--- src/rtl/bounce_pkg.sv ---
// Shared types and constants for the switch-bounce emulator.
// Holds the FSM state enum, LFSR geometry and the saturating counter helper.
package bounce_pkg;

   typedef enum logic {IDLE, BOUNCE} state_t;

   localparam int LFSR_W = 16;
   localparam logic [LFSR_W-1:0] LFSR_TAPS = 16'hB400;
   localparam int CNT_W = 8;

   function automatic logic [CNT_W-1:0] sat_inc(input logic [CNT_W-1:0] v);
      return (v == '1) ? v : v + 1'b1;
   endfunction

endpackage

--- src/rtl/bounce_emulator_lfsr16.sv ---
// 16-bit Galois LFSR that free-runs whenever reset is low.
// A zero seed would lock the register, so it is replaced by 1.
module lfsr16
   import bounce_pkg::*;
(
   input  logic              clock,
   input  logic              reset,
   input  logic [LFSR_W-1:0] seed,
   output logic [LFSR_W-1:0] value
);

   logic [LFSR_W-1:0] lfsr_reg;
   logic [LFSR_W-1:0] lfsr_next;

   // Shift right; the bit falling out of position 0 is fed back into the tap positions.
   generate
      for (genvar gi = 0; gi < LFSR_W; gi++) begin : g_tap
         if (gi == LFSR_W - 1) begin : g_top
            assign lfsr_next[gi] = LFSR_TAPS[gi] & lfsr_reg[0];
         end else begin : g_mid
            assign lfsr_next[gi] = lfsr_reg[gi+1] ^ (LFSR_TAPS[gi] & lfsr_reg[0]);
         end
      end
   endgenerate

   always_ff @(posedge clock) begin
      if (reset) begin
         lfsr_reg <= (seed == '0) ? LFSR_W'(1) : seed;
      end else begin
         lfsr_reg <= lfsr_next;
      end
   end

   assign value = lfsr_reg;

endmodule

--- src/rtl/bounce_emulator.sv ---
// Switch-bounce emulator: turns a clean level into a deterministic pseudo-random
// burst of glitches lasting BOUNCE_CYCLES clocks after every accepted change.
module bounce_emulator
   import bounce_pkg::*;
#(
   parameter int          BOUNCE_CYCLES = 25000,
   parameter int          MAX_GLITCH    = 511,
   parameter logic [15:0] SEED          = 16'hACE1
)(
   input  logic             clock,
   input  logic             reset,
   input  logic             cleanIn,
   input  logic             enable,
   output logic             bouncyOut,
   output logic             bouncing,
   output logic [CNT_W-1:0] toggleCount
);

   localparam int WIN_W = 16;
   localparam logic [WIN_W-1:0]  WIN_LOAD    = WIN_W'(BOUNCE_CYCLES - 1);
   localparam logic [LFSR_W-1:0] GLITCH_MASK = LFSR_W'(MAX_GLITCH);

   logic [1:0]        sync_reg;
   logic              in_sync;
   state_t            state_reg;
   logic              stable_reg;
   logic              target_reg;
   logic              out_reg;
   logic              bouncing_reg;
   logic [CNT_W-1:0]  count_reg;
   logic [WIN_W-1:0]  win_cnt_reg;
   logic [LFSR_W-1:0] seg_cnt_reg;
   logic [LFSR_W-1:0] lfsr_value;

   lfsr16 u_lfsr (
      .clock (clock),
      .reset (reset),
      .seed  (SEED),
      .value (lfsr_value)
   );

   assign in_sync = sync_reg[1];

   always_ff @(posedge clock) begin
      if (reset) begin
         sync_reg     <= '0;
         state_reg    <= IDLE;
         stable_reg   <= 1'b0;
         target_reg   <= 1'b0;
         out_reg      <= 1'b0;
         bouncing_reg <= 1'b0;
         count_reg    <= '0;
         win_cnt_reg  <= '0;
         seg_cnt_reg  <= '0;
      end else begin
         sync_reg <= {sync_reg[0], cleanIn};
         case (state_reg)
            IDLE: begin
               if (in_sync != stable_reg) begin
                  if (enable) begin
                     target_reg   <= in_sync;
                     out_reg      <= ~out_reg;
                     count_reg    <= CNT_W'(1);
                     win_cnt_reg  <= WIN_LOAD;
                     seg_cnt_reg  <= lfsr_value & GLITCH_MASK;
                     bouncing_reg <= 1'b1;
                     state_reg    <= BOUNCE;
                  end else begin
                     stable_reg <= in_sync;
                     out_reg    <= in_sync;
                  end
               end
            end
            BOUNCE: begin
               win_cnt_reg <= win_cnt_reg - 1'b1;
               // Last window cycle forces the settled level; this counts only if it flips the output.
               if (win_cnt_reg == WIN_W'(1)) begin
                  out_reg      <= target_reg;
                  stable_reg   <= target_reg;
                  bouncing_reg <= 1'b0;
                  state_reg    <= IDLE;
                  if (out_reg != target_reg) begin
                     count_reg <= sat_inc(count_reg);
                  end
               end else if (seg_cnt_reg == '0) begin
                  out_reg     <= ~out_reg;
                  seg_cnt_reg <= lfsr_value & GLITCH_MASK;
                  count_reg   <= sat_inc(count_reg);
               end else begin
                  seg_cnt_reg <= seg_cnt_reg - 1'b1;
               end
            end
            default: state_reg <= IDLE;
         endcase
      end
   end

   assign bouncyOut   = out_reg;
   assign bouncing    = bouncing_reg;
   assign toggleCount = count_reg;

endmodule
--- config.mk ---
export PLATFORM = sky130hd
export DESIGN_NAME = bounce_emulator
export DESIGN_NICKNAME = d
export VERILOG_FILES = /design/src/rtl/bounce_pkg.sv /design/src/rtl/bounce_emulator_lfsr16.sv /design/src/rtl/bounce_emulator.sv
export SDC_FILE = /design/constraint.sdc
export NUM_CORES = 1
export LEC_CHECK = 0
export CAP_MARGIN = 0
export CORE_ASPECT_RATIO = 1.5
export CORE_MARGIN = 8
export CORE_UTILIZATION = 30
export DETAILED_ROUTE_END_ITERATION = 6
export GPL_TIMING_DRIVEN = 0
export HOLD_SLACK_MARGIN = 0.1
export PLACE_DENSITY = 0.54
export SLEW_MARGIN = 20
export SYNTH_ARGS = -nofsm -noshare
export SYNTH_HDL_FRONTEND = slang
export SYNTH_SLANG_ARGS = --single-unit
--- constraint.sdc ---
create_clock -name clock -period 4.7 [get_ports clock]
set_input_delay 1.175 -clock clock [delete_from_list [all_inputs] [get_ports clock]]
set_output_delay 1.175 -clock clock [all_outputs]
set_load 0.01 [all_outputs]
Fig. 1: run 1, signal wires on met2
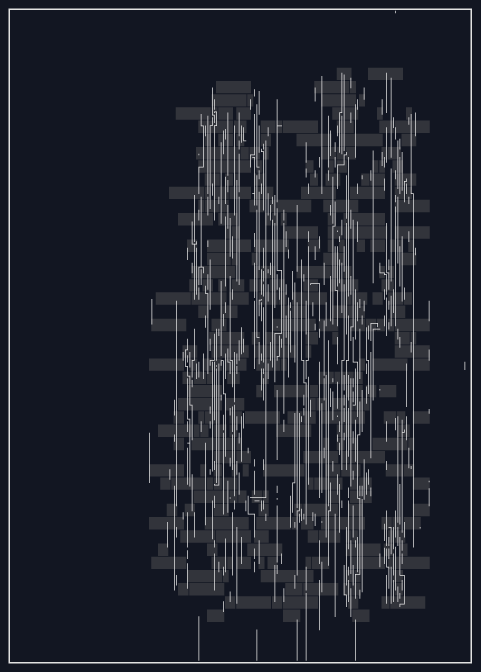
The longest straight run is 73.4 µm. The layer holds 54% of the routed length. The wires run mostly vertical.
routing usage on met2: 18.8%
final WL: 6350 µm
routed vias: 2286

Fig. 2: run 1, placed cells, one color a class
Bar = 20 µm.
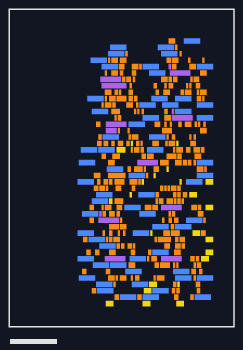
Key: combinational and other logic = orange [cells 239, share of their area 46%]; clock drivers and dummy loads = purple [cells 14, share of their area 8.8%]; sequential cells = blue [cells 63, share of their area 39%]; remaining buffers and delay cells = yellow [cells 23, share of their area 5.3%]

Fig. 3: run 1, clock network drawn from the DEF
Bar = 20 µm.
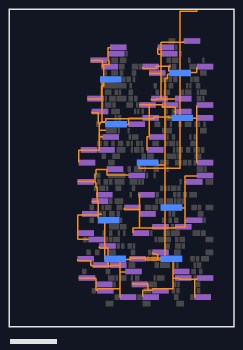
Key: flip-flops = purple [count 63]; clock drivers = blue [count 9]; clock wires = orange [length 854 µm]
There are 10 routed clock nets.
clock network power: 0.632 mW
Insertion Delay late pin: 0.33 ns
Clk network pwr share: 39.5%
clock skew: 0.00647 ns

run 1: area by class of cell:
type                            count  area, µm²
Fill cell                         927       5810
Multi-Input combinational cell    227       1440
Sequential cell                    63       1260
Clock buffer                       13        250
Tap cell                          112        140
Timing Repair Buffer               12        120
Buffer                             11       50.0
Inverter                           12       45.0
Clock inverter                      1       30.0
run 1: synthesized netlist by cell type, types with 5 or more instances:
| library cell | number |
|---|---|
| clkbuf_1 | 8 |
| nor2b_1 | 11 |
| nor4_1 | 5 |
| xor2_1 | 19 |
| nand2_1 | 21 |
| a21oi_1 | 22 |
| o21ai_0 | 11 |
| nand3_1 | 8 |
| nor2_1 | 37 |
| nor3_1 | 9 |
| or2_2 | 7 |
| or3_1 | 6 |
| nand4_1 | 5 |
| inv_1 | 11 |
| dfxtp_1 | 63 |
| xnor2_1 | 6 |
==> impl_metrics.csv, run 1 <==
group,metric,value,unit
synth,synthFlopType,"dfxtp_1",
synth,enable_flop_cells,0,
clocking,cts_inserted_buffers,9,
hold_path,min_from,"u_lfsr.value[12]",
power_and_ir_drop,pg_seq,0.644,mW
sta,hold_viol,0,
layout,num-nets-final,344,
sta,setup_tns,0,ns
layout,layout.cells.non_filler,451,
job,drv_cap,0,
power_and_ir_drop,p_sw_share,28.3,%
global_route,met1_usage,11.2,%
placement,preCtsSetupSlack,1.04,ns
synth,mux_share,1.12,%
layout,final_area,3330,µm²
power_and_ir_drop,p_per_area,480,nW/µm²
synth,ys_top_cells_by_area,"dfxtp_1, xor2_1, nor2_1",
power_and_ir_drop,peakVddDrop,0.229,mV
power_and_ir_drop,comb_power,0.325,mW
power_and_ir_drop,power,1.60,mW
sta,grt_setup_unrepaired,"false",
setup_path,rrSetupSlack,2.20,ns
clocking,cts_tree,"built",
drt,met2_length,3400,µm
setup_path,r2r_cells,9,
run_status,status,"completed",
clocking,cts_buffer_depth,2,
synth,synthAoiAreaFrac,14.6,%
global_route,antenna_found_initial,0,
synth,synthesis.nets,321,
placement,dpl_cell_area,3050,µm²
drt,highest_layer,"met4",
layout,antenna_cells,0,
synth,ys_cells,313,
floorplan,io_pins,14,
drt,wl_met1,2600,µm
setup_path,r2r-start,"seg_cnt_reg[0]",
drt,drc_errors,0,
layout,area_delta_synth_final,19.3,%
clocking,postCtsResizedCells,0,
setup_path,path_max_fanout,10,
layout,final_util,36.5,%
setup_path,cp_slowest_stage_delay,0.54,ns
setup_path,endpoint,"seg_cnt_reg[4]",
sta,fmax,0.301,GHz
drt,wire_per_inst,14.1,µm
synth,largest_area_cell,"dfxtp_1",
synth,async_flop_share,0,%
floorplan,initCoreUtil,30.5,%
hold_path,min_to,"u_lfsr.value[11]",
setup_path,start_kind,"input port",
setup_path,r2r_end,"toggleCount[7]",
synth,ys_ff,63,
clocking,htreeDepth,3,
global_route,grtUsageMet3,2.29,%
sta,relSlewSlack,56.1,%
setup_path,critical_path_class,"in2reg",
synth,ys_sh_xor,7.84,%
drt,firstDrtPassIters,4,
power_and_ir_drop,p_leak,1.22,nW
==> run 2, diff against run 1 <==
clock period = 3.4 ns   (was 4.7 ns; I/O delays follow)
Fig. 4: run 2, gate families picked out
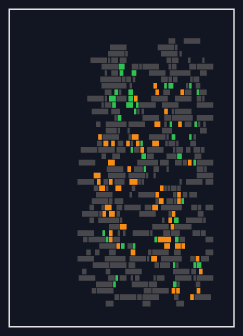
Key: nand cells = green [cells 40, most used nand2_1]; aoi and oai cells = orange [cells 52, most used a21oi_1]
logic share of the area: 43.1%
Post-Layout Cell Count: 451
most instantiated logic cell after routing: dfxtp_1

Fig. 5: run 2, signal wires on met2
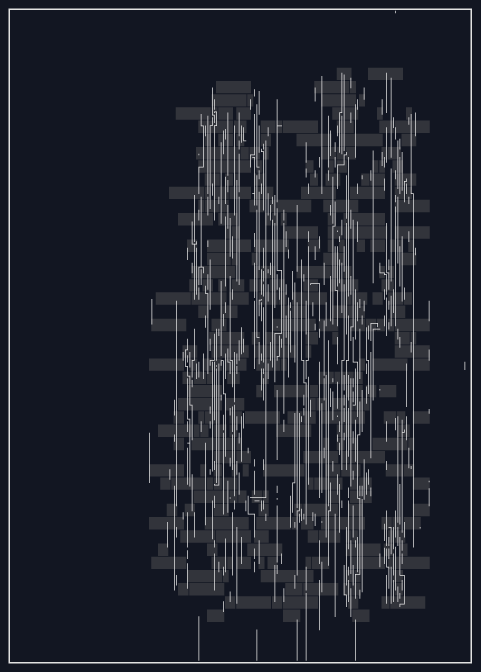
The layer carries 3400 µm of wire. 292 nets have wire on it. The layer holds 54% of the routed length. The wires run mostly vertical.

==> run 2 against run 1 <==
Register-to-register slack lost 1.3 ns. Clock-buffer cell count is the same. Combinational power grew 38%. Sequential power grew 38%. Via count is the same. Critical path type unchanged. Flip-flop count is the same. Largest cell class unchanged. Highest routed layer unchanged. Worst hold slack is the same.
==> impl_metrics.csv, run 2 <==
group,metric,value,unit
synth,ys_warn_count,0,
layout,buffer_area_share,5.10,%
drt,vias_per_cell,5.07,
sta,relSlewSlack,56.1,%
setup_path,cp_cell_sequence,"clkdlybuf4s50_1 > nor2b_1 > nand2_1 > o21ai_0 > clkbuf_1 > a21oi_1 > a2111oi_1",
synth,async_flop_share,0,%
synth,enable_flop_cells,0,
sta,fin_worst_skew,0.00647,ns
drt,vias,2286,
layout,final_area,3330,µm²
power_and_ir_drop,p_sw_share,28.3,%
power_and_ir_drop,p_int,1.59,mW
drt,wire_per_inst,14.1,µm
layout,n_fill_cell,927,
clocking,cts_buffer_depth,2,
setup_path,start_kind,"input port",
drt,detail_route.wirelength,6350,µm
run_status,status,"completed",
drt,drt_iter0_drc,134,
synth,syn_inst,313,
layout,flops,63,
synth,synthFlopType,"dfxtp_1",
floorplan,n_tap_cell,112,
power_and_ir_drop,comb_power,0.449,mW
power_and_ir_drop,p_per_area,664,nW/µm²
global_route,grt_pass1_wl,10600,µm
placement,preCtsSetupSlack,0.0674,ns
sta,grt_setup_unrepaired,"false",
floorplan,io_pins,14,
layout,area_delta_synth_final,19.3,%
layout,logic_area,1440,µm²
layout,nNonClkInverters,12,
drt,drc_errors,0,
layout,clk_share,8.41,%
clocking,postCtsResizedCells,0,
sta,fmax,0.333,GHz
power_and_ir_drop,pwr-share-clk,39.5,%
synth,largest_area_cell,"dfxtp_1",
placement,dpl_cell_area,3050,µm²
layout,antenna_cells,0,
setup_path,path_max_fanout,10,
layout,logic_gates,227,
synth,synth.top_cells.by_count,"dfxtp_1, nor2_1, a21oi_1",
sta,setup_tns,0,ns
layout,clock_buffers,13,
layout,final_util,36.5,%
synth,synthesis.nets,321,
clocking,cts_tree,"built",
floorplan,initCoreUtil,30.5,%
synth,ys_cells,313,
job,drv_cap,0,
power_and_ir_drop,clk-power,0.874,mW
layout,seqCellArea,1260,µm²
global_route,antenna_found_initial,0,
layout,largest_class,"combinational gates",
clocking,cts_inserted_buffers,9,
power_and_ir_drop,power,2.21,mW
layout,n_all_buffers,23,
drt,firstDrtPassIters,4,
power_and_ir_drop,pg_seq,0.890,mW
setup_path,critical_path_class,"in2reg",
sta,hold_viol,0,
clocking,clkLatencyLatePin,0.33,ns
power_and_ir_drop,peakVddDrop,0.316,mV
synth,most_common_cell,"dfxtp_1",
placement,place_congestion,0.785,
layout,num-nets-final,344,
synth,yosys_area,2790,µm²
run 2: cell counts after synthesis:
Identical to the previous run, type by type.
run 2: routing by layer:
layer  routed length (µm)  GRT usage, %  vias to the layer above
li1                     -             -                     1156
met1                 2600          11.2                     1097
met2                 3400          18.8                       24
met3                  179          2.29                        9
met4                  160          6.80                        0
met5                    0             0                        -
run 2: final timing paths:
path	cells past startpoint	endpoint	from	slack (ns)
min	1	u_lfsr.value[11]	u_lfsr.value[12]	0.41
max	7	seg_cnt_reg[4]	enable	0.40
min reg2reg	1	u_lfsr.value[11]	u_lfsr.value[12]	0.41
max reg2reg	9	toggleCount[7]	seg_cnt_reg[0]	0.90
Fig. 6: run 2, clock network drawn from the DEF
Bar = 20 µm.
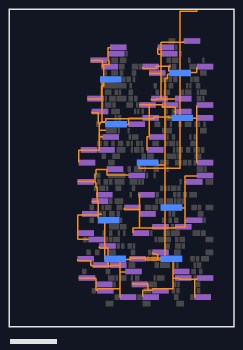

==> run 3, diff against run 2 <==
PLACE_DENSITY = 0.55   (was 0.54)
clock period = 2.6 ns   (was 3.4 ns; I/O delays follow)
Fig. 7: run 3, clock network drawn from the DEF
Bar = 20 µm.
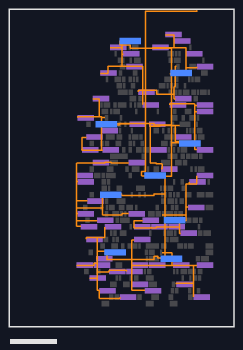
Key: clock wires = orange [length 939 µm]; flip-flops = purple [count 63]; clock drivers = blue [count 9]
There are 10 routed clock nets.

Fig. 8: run 3, gate families picked out
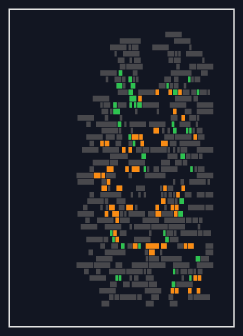
Key: nand cells = green [cells 40, most used nand2_1]; aoi and oai cells = orange [cells 52, most used a21oi_1]
logic share of the area: 43.1%
Post-Layout Cell Count: 454

==> run 3 against run 2 <==
Cell area increased by 0.34%. Critical path type is now reg2reg. Largest power group unchanged. Combinational power increased by 33%. Largest cell class unchanged. Flip-flop count unchanged. Critical path depth increased by 2.
==> impl_metrics.csv, run 3 <==
group,metric,value,unit
run_status,status,"completed",
drt,vias_per_cell,5.01,
layout,flops,63,
sta,hold_viol,0,
hold_path,holdPathStages,1,
sta,grt_setup_unrepaired,"false",
setup_path,cp_num_cells,9,
power_and_ir_drop,peakVddDrop,0.506,mV
layout,num-nets-final,345,
drt,detail_route.wirelength,6460,µm
layout,largest_class,"combinational gates",
floorplan,initCoreUtil,30.5,%
setup_path,rrSetupSlack,0.16,ns
drt,firstDrtPassIters,4,
layout,final_area,3350,µm²
placement,place_congestion,0.777,
global_route,grt_max_degree,11,
hold_path,min_from,"u_lfsr.value[12]",
power_and_ir_drop,p_leak,1.23,nW
synth,ys_top_cells_by_area,"dfxtp_1, xor2_1, nor2_1",
sta,fmax,0.410,GHz
power_and_ir_drop,p_per_area,859,nW/µm²
drt,wl_met3,206,µm
power_and_ir_drop,power,2.87,mW
synth,yosys_area,2790,µm²
setup_path,r2r_end,"toggleCount[7]",
layout,seqCellArea,1260,µm²
setup_path,cp_slowest_stage_delay,0.47,ns
sta,worst_slew_pin_slew,0.620,ns
synth,syn_inst,313,
clocking,cts_buffer_depth,2,
setup_path,cp_cell_sequence,"inv_1 > ha_1 > or3b_4 > nor4_4 > a21o_1 > buf_6 > o21ai_4 > or4_1 > a21oi_1",
synth,synthesis.nets,321,
clocking,clkLatencyLatePin,0.33,ns
sta,fin_worst_skew,0.00594,ns
drt,vias,2273,
layout,clock_buffers,13,
placement,dpl_cell_area,3050,µm²
synth,yosys.stat.seqShare,45.1,%
layout,logic_area,1440,µm²
sta,relSlewSlack,58.3,%
layout,buffer_area_share,5.35,%
layout,nNonClkInverters,12,
floorplan,io_pins,14,
global_route,grt_pass1_wl,11100,µm
floorplan,core_area,9150,µm²
layout,final_common_cell,"dfxtp_1",
setup_path,critPathBufInv,2,
setup_path,start_kind,"flop",
layout,n_fill_cell,917,
layout,n_all_buffers,24,
job,drv_cap,0,
layout,area_delta_synth_final,19.7,%
synth,largest_area_cell,"dfxtp_1",
drt,wire_per_inst,14.2,µm
synth,async_flop_share,0,%
sta,holdWs,0.413,ns
synth,synthFlopType,"dfxtp_1",
synth,netlist_area,2790,µm²
sta,setup_tns,0,ns
drt,drt_iter0_drc,87,
synth,synthAoiAreaFrac,14.6,%
setup_path,crit_start,"seg_cnt_reg[0]",
synth,synth.top_cells.by_count,"dfxtp_1, nor2_1, a21oi_1",
drt,wl_met1,2770,µm
floorplan,n_tap_cell,112,
setup_path,path_max_fanout,10,
setup_path,r2r_cells,9,
synth,ys_cells,313,
sta,fin_crit,2.44,ns
setup_path,critical_path_class,"reg2reg",
drt,highest_layer,"met4",
drt,drc_errors,0,
layout,logic_gates,227,
synth,most_common_cell,"dfxtp_1",
hold_path,min_to,"u_lfsr.value[11]",
clocking,cts_inserted_buffers,9,
synth,enable_flop_cells,0,
setup_path,endpoint,"toggleCount[7]",
layout,final_util,36.6,%
setup_path,r2r-start,"seg_cnt_reg[0]",
drt,met2_length,3280,µm
synth,avgSynthCellArea,8.93,µm²
synth,ys_warn_count,0,
layout,antenna_cells,0,
layout,clk_share,8.30,%
clocking,htreeDepth,3,
clocking,cts_tree,"built",
global_route,antenna_found_initial,0,
global_route,grt_pass1_vias,2294,
## run 3: per-layer routing
metal,up-vias,track usage [%]
met3,13,3.19
li1,1160,-
met5,-,0
met1,1073,11.7
met4,0,6.63
met2,27,19.6
## run 3: what timing repair did
item,4_1_cts,5_1_grt
pin swaps,0,1
endpoints found under the setup margin,10,15
gates resized,2,1
buffers inserted,0,1
hold buffers,0,0
## run 3: through the flow
step                cells  setup slack, ns
CTS                   453           0.0901
finish                454            0.163
global route          454           0.0374
detailed placement    437           -0.501
floorplan             313            0.383
global placement      437           -0.502
## run 3: power breakdown
group | leakage, nW | internal [mW] | switching, mW
combinational | 0.580 | 0.261 | 0.337
clock | 0.136 | 0.693 | 0.418
sequential | 0.517 | 1.07 | 0.0990
total | 1.23 | 2.02 | 0.854
Power and IR drop assume default switching activity.
